--- config.mk ---
export PLATFORM = sky130hd
export DESIGN_NAME = game_sequencer_flat
export DESIGN_NICKNAME = d
export VERILOG_FILES = /design/src/rtl/tetris_pkg.sv /design/src/rtl/game_sequencer_if.sv /design/src/rtl/game_sequencer_move_capture.sv /design/src/rtl/game_sequencer.sv /design/src/flat_wrapper.sv
export SDC_FILE = /design/constraint.sdc
export NUM_CORES = 1
export LEC_CHECK = 0
export CORE_MARGIN = 3
export CORE_UTILIZATION = 45
export DETAILED_ROUTE_END_ITERATION = 7
export HOLD_SLACK_MARGIN = 0.08
export PLACE_DENSITY = 0.74
export SYNTH_ARGS = -nofsm -noshare
export SYNTH_HDL_FRONTEND = slang
export SYNTH_SLANG_ARGS = --single-unit
--- constraint.sdc ---
create_clock -name in_clka -period 2.3 [get_ports in_clka]
set_clock_uncertainty 0.15 [all_clocks]
set_input_delay 0.46 -clock in_clka [delete_from_list [all_inputs] [get_ports in_clka]]
set_output_delay 0.46 -clock in_clka [all_outputs]
set_load 0.01 [all_outputs]
--- src/rtl/tetris_pkg.sv ---
// Shared types and defaults for the tetris control path: sequencer states,
// player move codes and the default board geometry.
package tetris_pkg;

  localparam int ROWS_DEF = 8;
  localparam int COLS_DEF = 4;

  typedef enum logic [3:0] {
    IDLE,
    SPAWN,
    SPAWN_CHK,
    PLAY,
    MOVE,
    FALL,
    LOCK,
    SCAN,
    CLEAR,
    OVER
  } state_t;

  localparam logic [1:0] MV_NONE  = 2'b00;
  localparam logic [1:0] MV_LEFT  = 2'b01;
  localparam logic [1:0] MV_RIGHT = 2'b10;
  localparam logic [1:0] MV_DROP  = 2'b11;

endpackage

--- src/rtl/game_sequencer_if.sv ---
// Player inputs, board datapath flags and command strobes exchanged between
// the game sequencer (master) and the board datapath / player side (slave).
interface game_sequencer_if #(
  parameter int ROWS    = 8,
  parameter int SCORE_W = 8
);
  localparam int IDX_W = (ROWS > 1) ? $clog2(ROWS) : 1;

  logic [1:0]         in_move;
  logic               coll_down;
  logic               coll_left;
  logic               coll_right;
  logic               spawn_blocked;
  logic [ROWS-1:0]    row_full;
  logic               cmd_spawn;
  logic               cmd_fall;
  logic               cmd_shift_l;
  logic               cmd_shift_r;
  logic               cmd_lock;
  logic               cmd_clear;
  logic [IDX_W-1:0]   clear_row;
  logic [SCORE_W-1:0] score;
  logic               game_over;

  modport master (
    input  in_move, coll_down, coll_left, coll_right, spawn_blocked, row_full,
    output cmd_spawn, cmd_fall, cmd_shift_l, cmd_shift_r, cmd_lock, cmd_clear,
           clear_row, score, game_over
  );

  modport slave (
    output in_move, coll_down, coll_left, coll_right, spawn_blocked, row_full,
    input  cmd_spawn, cmd_fall, cmd_shift_l, cmd_shift_r, cmd_lock, cmd_clear,
           clear_row, score, game_over
  );
endinterface

--- src/rtl/game_sequencer_move_capture.sv ---
// Turns the raw player move bus into one pending request per button press;
// the newest press wins and the sequencer consumes or flushes it.
module move_capture
  import tetris_pkg::*;
(
  input  logic       clk,
  input  logic       rst,
  input  logic [1:0] move,
  input  logic       capture_en,
  input  logic       flush,
  input  logic       consume,
  output logic [1:0] pending
);

  logic [1:0] prev_move;
  logic       req;

  assign req = (move != MV_NONE) && (move != prev_move);

  // A flush at spawn beats a same-cycle press; a press beats a consume.
  always_ff @(posedge clk or posedge rst) begin
    if (rst) begin
      prev_move <= MV_NONE;
      pending   <= MV_NONE;
    end else begin
      prev_move <= move;
      if (flush)
        pending <= MV_NONE;
      else if (req && capture_en)
        pending <= move;
      else if (consume)
        pending <= MV_NONE;
    end
  end

endmodule

--- src/rtl/game_sequencer.sv ---
// Tetris game controller: drives spawn, moves, gravity, lock, line-clear scan
// and game-over on the board datapath with single-cycle command strobes.
module game_sequencer
  import tetris_pkg::*;
#(
  parameter int ROWS     = ROWS_DEF,
  parameter int FALL_DIV = 4,
  parameter int SCORE_W  = 8
) (
  input logic in_clka,
  input logic in_restart,
  game_sequencer_if.master bus
);

  localparam int IDX_W = (ROWS > 1) ? $clog2(ROWS) : 1;
  localparam int CNT_W = $clog2(FALL_DIV);
  localparam logic [CNT_W-1:0] CNT_LAST = CNT_W'(FALL_DIV - 1);
  localparam logic [IDX_W-1:0] IDX_LAST = IDX_W'(ROWS - 1);

  state_t             state, state_n;
  logic [CNT_W-1:0]   cnt, cnt_n;
  logic [IDX_W-1:0]   idx, idx_n;
  logic [SCORE_W-1:0] score, score_n;
  logic [1:0]         pending;
  logic               capture_en, flush, consume;

  function automatic logic [SCORE_W-1:0] sat_inc(input logic [SCORE_W-1:0] v);
    return (&v) ? v : v + 1'b1;
  endfunction

  assign capture_en = (state != IDLE) && (state != OVER);
  assign bus.score  = score;

  move_capture u_move_capture (
    .clk        (in_clka),
    .rst        (in_restart),
    .move       (bus.in_move),
    .capture_en (capture_en),
    .flush      (flush),
    .consume    (consume),
    .pending    (pending)
  );

  always_ff @(posedge in_clka or posedge in_restart) begin
    if (in_restart) begin
      state <= IDLE;
      cnt   <= '0;
      idx   <= '0;
      score <= '0;
    end else begin
      state <= state_n;
      cnt   <= cnt_n;
      idx   <= idx_n;
      score <= score_n;
    end
  end

  always_comb begin
    state_n         = state;
    cnt_n           = cnt;
    idx_n           = idx;
    score_n         = score;
    flush           = 1'b0;
    consume         = 1'b0;
    bus.cmd_spawn   = 1'b0;
    bus.cmd_fall    = 1'b0;
    bus.cmd_shift_l = 1'b0;
    bus.cmd_shift_r = 1'b0;
    bus.cmd_lock    = 1'b0;
    bus.cmd_clear   = 1'b0;
    bus.clear_row   = '0;
    bus.game_over   = 1'b0;
    case (state)
      IDLE: state_n = SPAWN;
      SPAWN: begin
        bus.cmd_spawn = 1'b1;
        flush         = 1'b1;
        state_n       = SPAWN_CHK;
      end
      SPAWN_CHK: begin
        cnt_n   = '0;
        state_n = bus.spawn_blocked ? OVER : PLAY;
      end
      // Gravity tick outranks a pending move; the move waits one PLAY cycle.
      PLAY: begin
        if (cnt == CNT_LAST)
          state_n = FALL;
        else if (pending != MV_NONE)
          state_n = MOVE;
        else
          cnt_n = cnt + 1'b1;
      end
      MOVE: begin
        consume = 1'b1;
        state_n = PLAY;
        case (pending)
          MV_LEFT:  bus.cmd_shift_l = !bus.coll_left;
          MV_RIGHT: bus.cmd_shift_r = !bus.coll_right;
          MV_DROP:  cnt_n = CNT_LAST;
          default:  ;
        endcase
      end
      FALL: begin
        cnt_n = '0;
        if (bus.coll_down) begin
          state_n = LOCK;
        end else begin
          bus.cmd_fall = 1'b1;
          state_n      = PLAY;
        end
      end
      LOCK: begin
        bus.cmd_lock = 1'b1;
        idx_n        = '0;
        state_n      = SCAN;
      end
      SCAN: begin
        if (bus.row_full[idx])
          state_n = CLEAR;
        else if (idx == IDX_LAST)
          state_n = SPAWN;
        else
          idx_n = idx + 1'b1;
      end
      // idx is left alone: the rows above drop into the cleared row.
      CLEAR: begin
        bus.cmd_clear = 1'b1;
        bus.clear_row = idx;
        score_n       = sat_inc(score);
        state_n       = SCAN;
      end
      OVER: bus.game_over = 1'b1;
      default: state_n = IDLE;
    endcase
  end

endmodule
--- src/flat_wrapper.sv ---
// flat-port wrapper written by rule: the top's interface ports become plain ports
module game_sequencer_flat import tetris_pkg::*;
#(
  parameter int ROWS     = ROWS_DEF,
  parameter int FALL_DIV = 4,
  parameter int SCORE_W  = 8
)
  (in_clka, in_restart, bus_in_move, bus_coll_down, bus_coll_left, bus_coll_right, bus_spawn_blocked, bus_row_full, bus_cmd_spawn, bus_cmd_fall, bus_cmd_shift_l, bus_cmd_shift_r, bus_cmd_lock, bus_cmd_clear, bus_clear_row, bus_score, bus_game_over);
  game_sequencer_if #(.ROWS(ROWS), .SCORE_W(SCORE_W)) bus_i ();
  input logic in_clka;
  input logic in_restart;
  input wire logic [$bits(bus_i.in_move)-1:0] bus_in_move;
  input wire logic [$bits(bus_i.coll_down)-1:0] bus_coll_down;
  input wire logic [$bits(bus_i.coll_left)-1:0] bus_coll_left;
  input wire logic [$bits(bus_i.coll_right)-1:0] bus_coll_right;
  input wire logic [$bits(bus_i.spawn_blocked)-1:0] bus_spawn_blocked;
  input wire logic [$bits(bus_i.row_full)-1:0] bus_row_full;
  output wire logic [$bits(bus_i.cmd_spawn)-1:0] bus_cmd_spawn;
  output wire logic [$bits(bus_i.cmd_fall)-1:0] bus_cmd_fall;
  output wire logic [$bits(bus_i.cmd_shift_l)-1:0] bus_cmd_shift_l;
  output wire logic [$bits(bus_i.cmd_shift_r)-1:0] bus_cmd_shift_r;
  output wire logic [$bits(bus_i.cmd_lock)-1:0] bus_cmd_lock;
  output wire logic [$bits(bus_i.cmd_clear)-1:0] bus_cmd_clear;
  output wire logic [$bits(bus_i.clear_row)-1:0] bus_clear_row;
  output wire logic [$bits(bus_i.score)-1:0] bus_score;
  output wire logic [$bits(bus_i.game_over)-1:0] bus_game_over;
  assign bus_i.in_move = bus_in_move;
  assign bus_i.coll_down = bus_coll_down;
  assign bus_i.coll_left = bus_coll_left;
  assign bus_i.coll_right = bus_coll_right;
  assign bus_i.spawn_blocked = bus_spawn_blocked;
  assign bus_i.row_full = bus_row_full;
  assign bus_cmd_spawn = bus_i.cmd_spawn;
  assign bus_cmd_fall = bus_i.cmd_fall;
  assign bus_cmd_shift_l = bus_i.cmd_shift_l;
  assign bus_cmd_shift_r = bus_i.cmd_shift_r;
  assign bus_cmd_lock = bus_i.cmd_lock;
  assign bus_cmd_clear = bus_i.cmd_clear;
  assign bus_clear_row = bus_i.clear_row;
  assign bus_score = bus_i.score;
  assign bus_game_over = bus_i.game_over;
  game_sequencer #(.ROWS(ROWS), .FALL_DIV(FALL_DIV), .SCORE_W(SCORE_W)) u_core (.in_clka(in_clka), .in_restart(in_restart), .bus(bus_i));
endmodule
### Track usage over the die

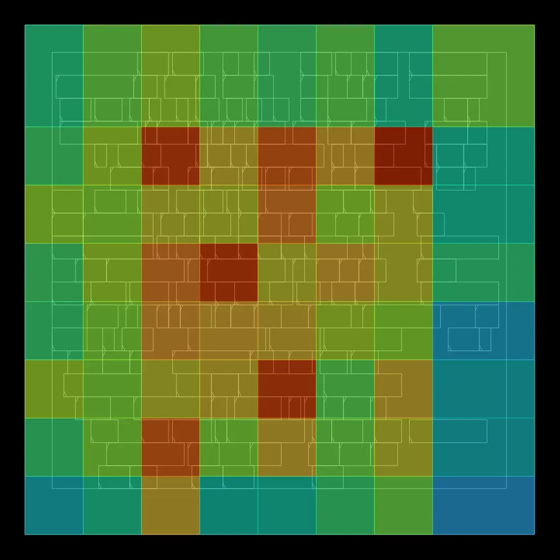
average wire length per cell after detail routing: 15.4 µm
layer carrying the most global-route usage: met2
overall routing resource usage: 19.7%

### The metal 1 layer

Scale: 8 px per µm. Supply wires on this layer in gray. Cells faint in the background.
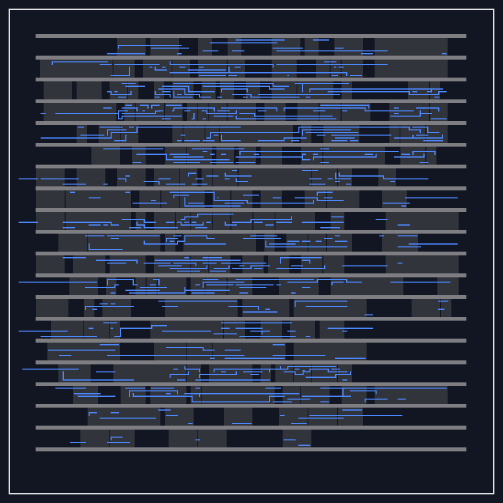
The layer carries 1,400 µm of wire. 186 nets have wire on it. The longest straight run is 22.1 µm. The layer holds 42% of the routed length.
sum of routed wire length over all layers: 3330 µm
met1 usage: 26.1%

### The metal 3 layer

Scale: 10 px per µm. Cells faint in the background.
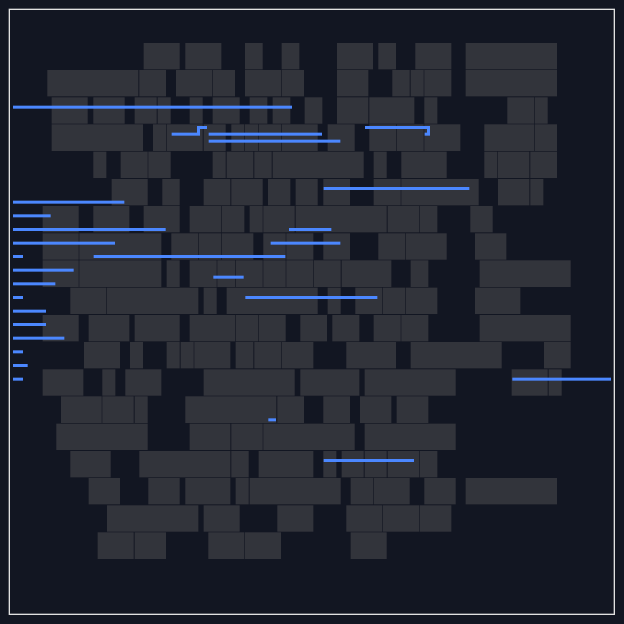
The longest straight run is 27.6 µm. The layer holds 6.1% of the routed length. The layer carries 204 µm of wire.

==> GITHUB_STEP_SUMMARY <==
## Implementation flow summary

| Metric | Value |
|---|---|
| Placement Cell Area | `0.00178 mm²` |
| Die width | `60.4 µm` |
| Run status | `finished, violations left` |
| Count of non-CTS buffers in the layout | `51` |
| Well Taps | `31` |
| Share of the yosys chip area belonging to registers | `39.5%` |
| # fillers | `238` |
| Cell Chain, Critical Path | `or4b_4 -> inv_4 -> buf_6 -> and2_4 -> buf_6` |
| Crit end category | `primary output` |
| Area fraction in and, or, nand and nor cells after synthesis | `22.5%` |
| HP Class | `input port to asynchronous set/reset pin` |
| Final global-route overflow total | `0` |
| Input/output buffers | `33` |
| Setup repair after global routing missed its margin | `yes` |
| Clock distribution power | `0.000194 W` |
| Met3 wire length | `203 µm` |
| Mapped cell area | `0.00133 mm²` |
| Floorplan-stage core utilization | `47.8%` |
| Number of core rows | `19` |
| Cell type group with the largest total delay on the critical path | `simple AND/OR/NAND/NOR gates` |
| Switching portion of total power | `41.1%` |
| Top reg by flops | `u_core.bus.score` |
| Routability congestion estimate | `0.817` |
| HPWL after detailed placement | `2490 µm` |
| Post-Synth XOR/XNOR Area | `4.61%` |
| Destination of the critical timing path | `bus_clear_row[2]` |
| Fmax | `429 MHz` |
| Root Driver | `sky130_fd_sc_hd__clkbuf_4` |
| Worst-margin pin slew | `322 ps` |
| Flip-flops | `21` |
| Synth unique cells | `46` |
| Number of instances in the synthesized netlist | `135` |
| First-pass GRT wire length | `5440 µm` |
| Non-filler instance count after layout | `216` |
| Internal power | `0.00107 W` |
| Dominant kind of cell | `multi-input combinational cells` |
| Total sequential power | `0.000592 W` |
| Main kind of combinational logic by area | `simple AND/OR/NAND/NOR gates` |
| Final Slew Violations | `0` |
| Number of clock sinks seen by CTS | `21` |
| Fin area | `0.00188 mm²` |
| Count of flip-flops with a built-in enable after synthesis | `0` |
| Register-to-register setup slack | `170 ps` |
| Dominant cell by count in the synthesized netlist | `sky130_fd_sc_hd__dfrtp_1` |
| Vias post-DR | `1,237` |
| Number of synthesized register bits | `21` |
| Cell count along the critical path | `5` |
| Share of post-route cells with drive strength above 1 | `25.9%` |
| Syn Area/Cell | `9.85 µm²` |
| TritonCTS clock tree | `done` |
| Footprint of the flip-flops and latches | `526 µm²` |
| Number of warnings reported in the yosys synthesis log | `0` |
| Violations in the final reports | `negative setup slack` |
| Number of buffers created by CTS | `3` |
| Fraction of area in registers | `28.0%` |
| Inverters | `11` |
| Post-synthesis cell count from yosys | `135` |
| Standard cell with the maximum stage delay on the critical path | `sky130_fd_sc_hd__or4b_4` |
| Most frequent cell on the critical path | `sky130_fd_sc_hd__buf_6` |
| Share of the clock period used by the worst path after layout | `101%` |
| Post-cts gate resize count | `37` |
| # clk buffers | `3` |
| Setup crit start kind | `register` |
| Design Power | `0.00182 W` |
| Number of optimization iterations in the first detailed-route pass | `4` |
| Reg2Reg Capture Point | `u_core.cnt[1]` |
| P per Cell Area | `967 mW/mm²` |
| Headroom to the max-slew limit | `78.2%` |
| CTS H-tree depth | `1` |
| Largest fanout of any net on the critical path | `3` |
| Layout clock area frac | `1.60%` |
| Number of warning messages in the logs | `28` |
| Comb. pwr | `0.00103 W` |
| Biggest cell delay along the critical path | `580 ps` |
| Combinational Area | `790 µm²` |
| Area fraction in compound gates | `17.0%` |
| Final cell utilization of the core | `67.5%` |
| Hold-fix buffer count after cts | `0` |
| Start of the worst register-to-register path | `u_core.state[0]` |
| Place WS | `-93.4 ps` |
| Most instantiated logic cells after routing | `sky130_fd_sc_hd__clkdlybuf4s50_1, sky130_fd_sc_hd__dfrtp_1, sky130_fd_sc_hd__buf_4` |
| Multi-In Gates | `98` |
| Top layer used by detailed routing | `met4` |
| GRT met3 Usage | `4.04%` |
| Share of power burned in combinational logic | `56.7%` |
| Worst setup slack after layout | `-33.1 ps` |
| Maximum clock insertion buffer count | `2` |
| ANT cells | `0` |
| Fraction of synthesis flops using an asynchronous set or reset pin | `100%` |
| DR vias/cell | `5.73` |
| CTS clk-pin slew, worst paths | `130 ps` |
| ANT nets after route | `0` |
| Buffers inserted by post-CTS timing repair | `4` |
| Die Footprint | `0.00364 mm²` |
| Clock network power share | `10.7%` |
| Number of cells in the design after placement | `207` |
| R2R depth | `6` |
| Multi-input logic portion of the cell area | `42.0%` |
| Top pwr grp | `combinational cells` |
| Max cap viols | `0` |
| Relative contribution of sequential cells to total power | `32.6%` |
| Biggest area cells | `sky130_fd_sc_hd__dfrtp_1, sky130_fd_sc_hd__ha_1, sky130_fd_sc_hd__mux2i_1` |
| P_leak | `0.855 nW` |
| Post-route DRC | `0` |
| Initial antenna violation count | `0` |
| Dominant logic cell type in the layout | `sky130_fd_sc_hd__clkdlybuf4s50_1` |
| Insertion Delay late pin | `310 ps` |
| Final Hold Violation Tally | `0` |
| Detailed-routed wire length on met2 | `1690 µm` |
| Vias in the first global route | `1,197` |
| Psw | `0.000746 W` |
| Wire length on met1 | `1400 µm` |
| Mux cell area share after synthesis | `8.00%` |
| Number of top-level pins | `34` |
| Net count, final | `206` |
| Top cell types by occurrence after synthesis | `sky130_fd_sc_hd__dfrtp_1, sky130_fd_sc_hd__inv_1, sky130_fd_sc_hd__nand2_1` |
| Post-layout min period | `2330 ps` |
| Post-Synth Adder-Cell Area | `3.76%` |
| NonClk Buf Share | `24.0%` |
| VDD IR-drop max | `0.754 mV` |
| Predominant post-synthesis flop cell | `sky130_fd_sc_hd__dfrtp_1` |
| Flip-flop count of the largest register after layout | `8` |
| Cell type with the largest total area after synthesis | `sky130_fd_sc_hd__dfrtp_1` |
| Core footprint | `0.00278 mm²` |
| Pin count of the biggest net entering global routing | `22` |
| Required time at the worst-slack endpoint | `1690 ps` |
| Data arrival time at the worst-slack endpoint | `1720 ps` |
| DRT iter0 DRCs | `33` |
| Area growth from synthesis to layout | `41.2%` |
| Area reported by Yosys stat | `0.00133 mm²` |
| Category of the most critical setup path | `register to primary output` |
| Final setup viols | `5` |
| Die Ht | `60.4 µm` |
| Post-route setup TNS | `-139 ps` |
| Biggest registers after layout | `u_core.bus.score x8, u_core.state x4, u_core.idx x3` |
| Min Hold Slack | `308 ps` |
| Met2 usage | `33.0%` |
| Portion of synthesized cell area occupied by the leading cell type | `39.5%` |
Power is estimated from default activity; no workload was simulated.
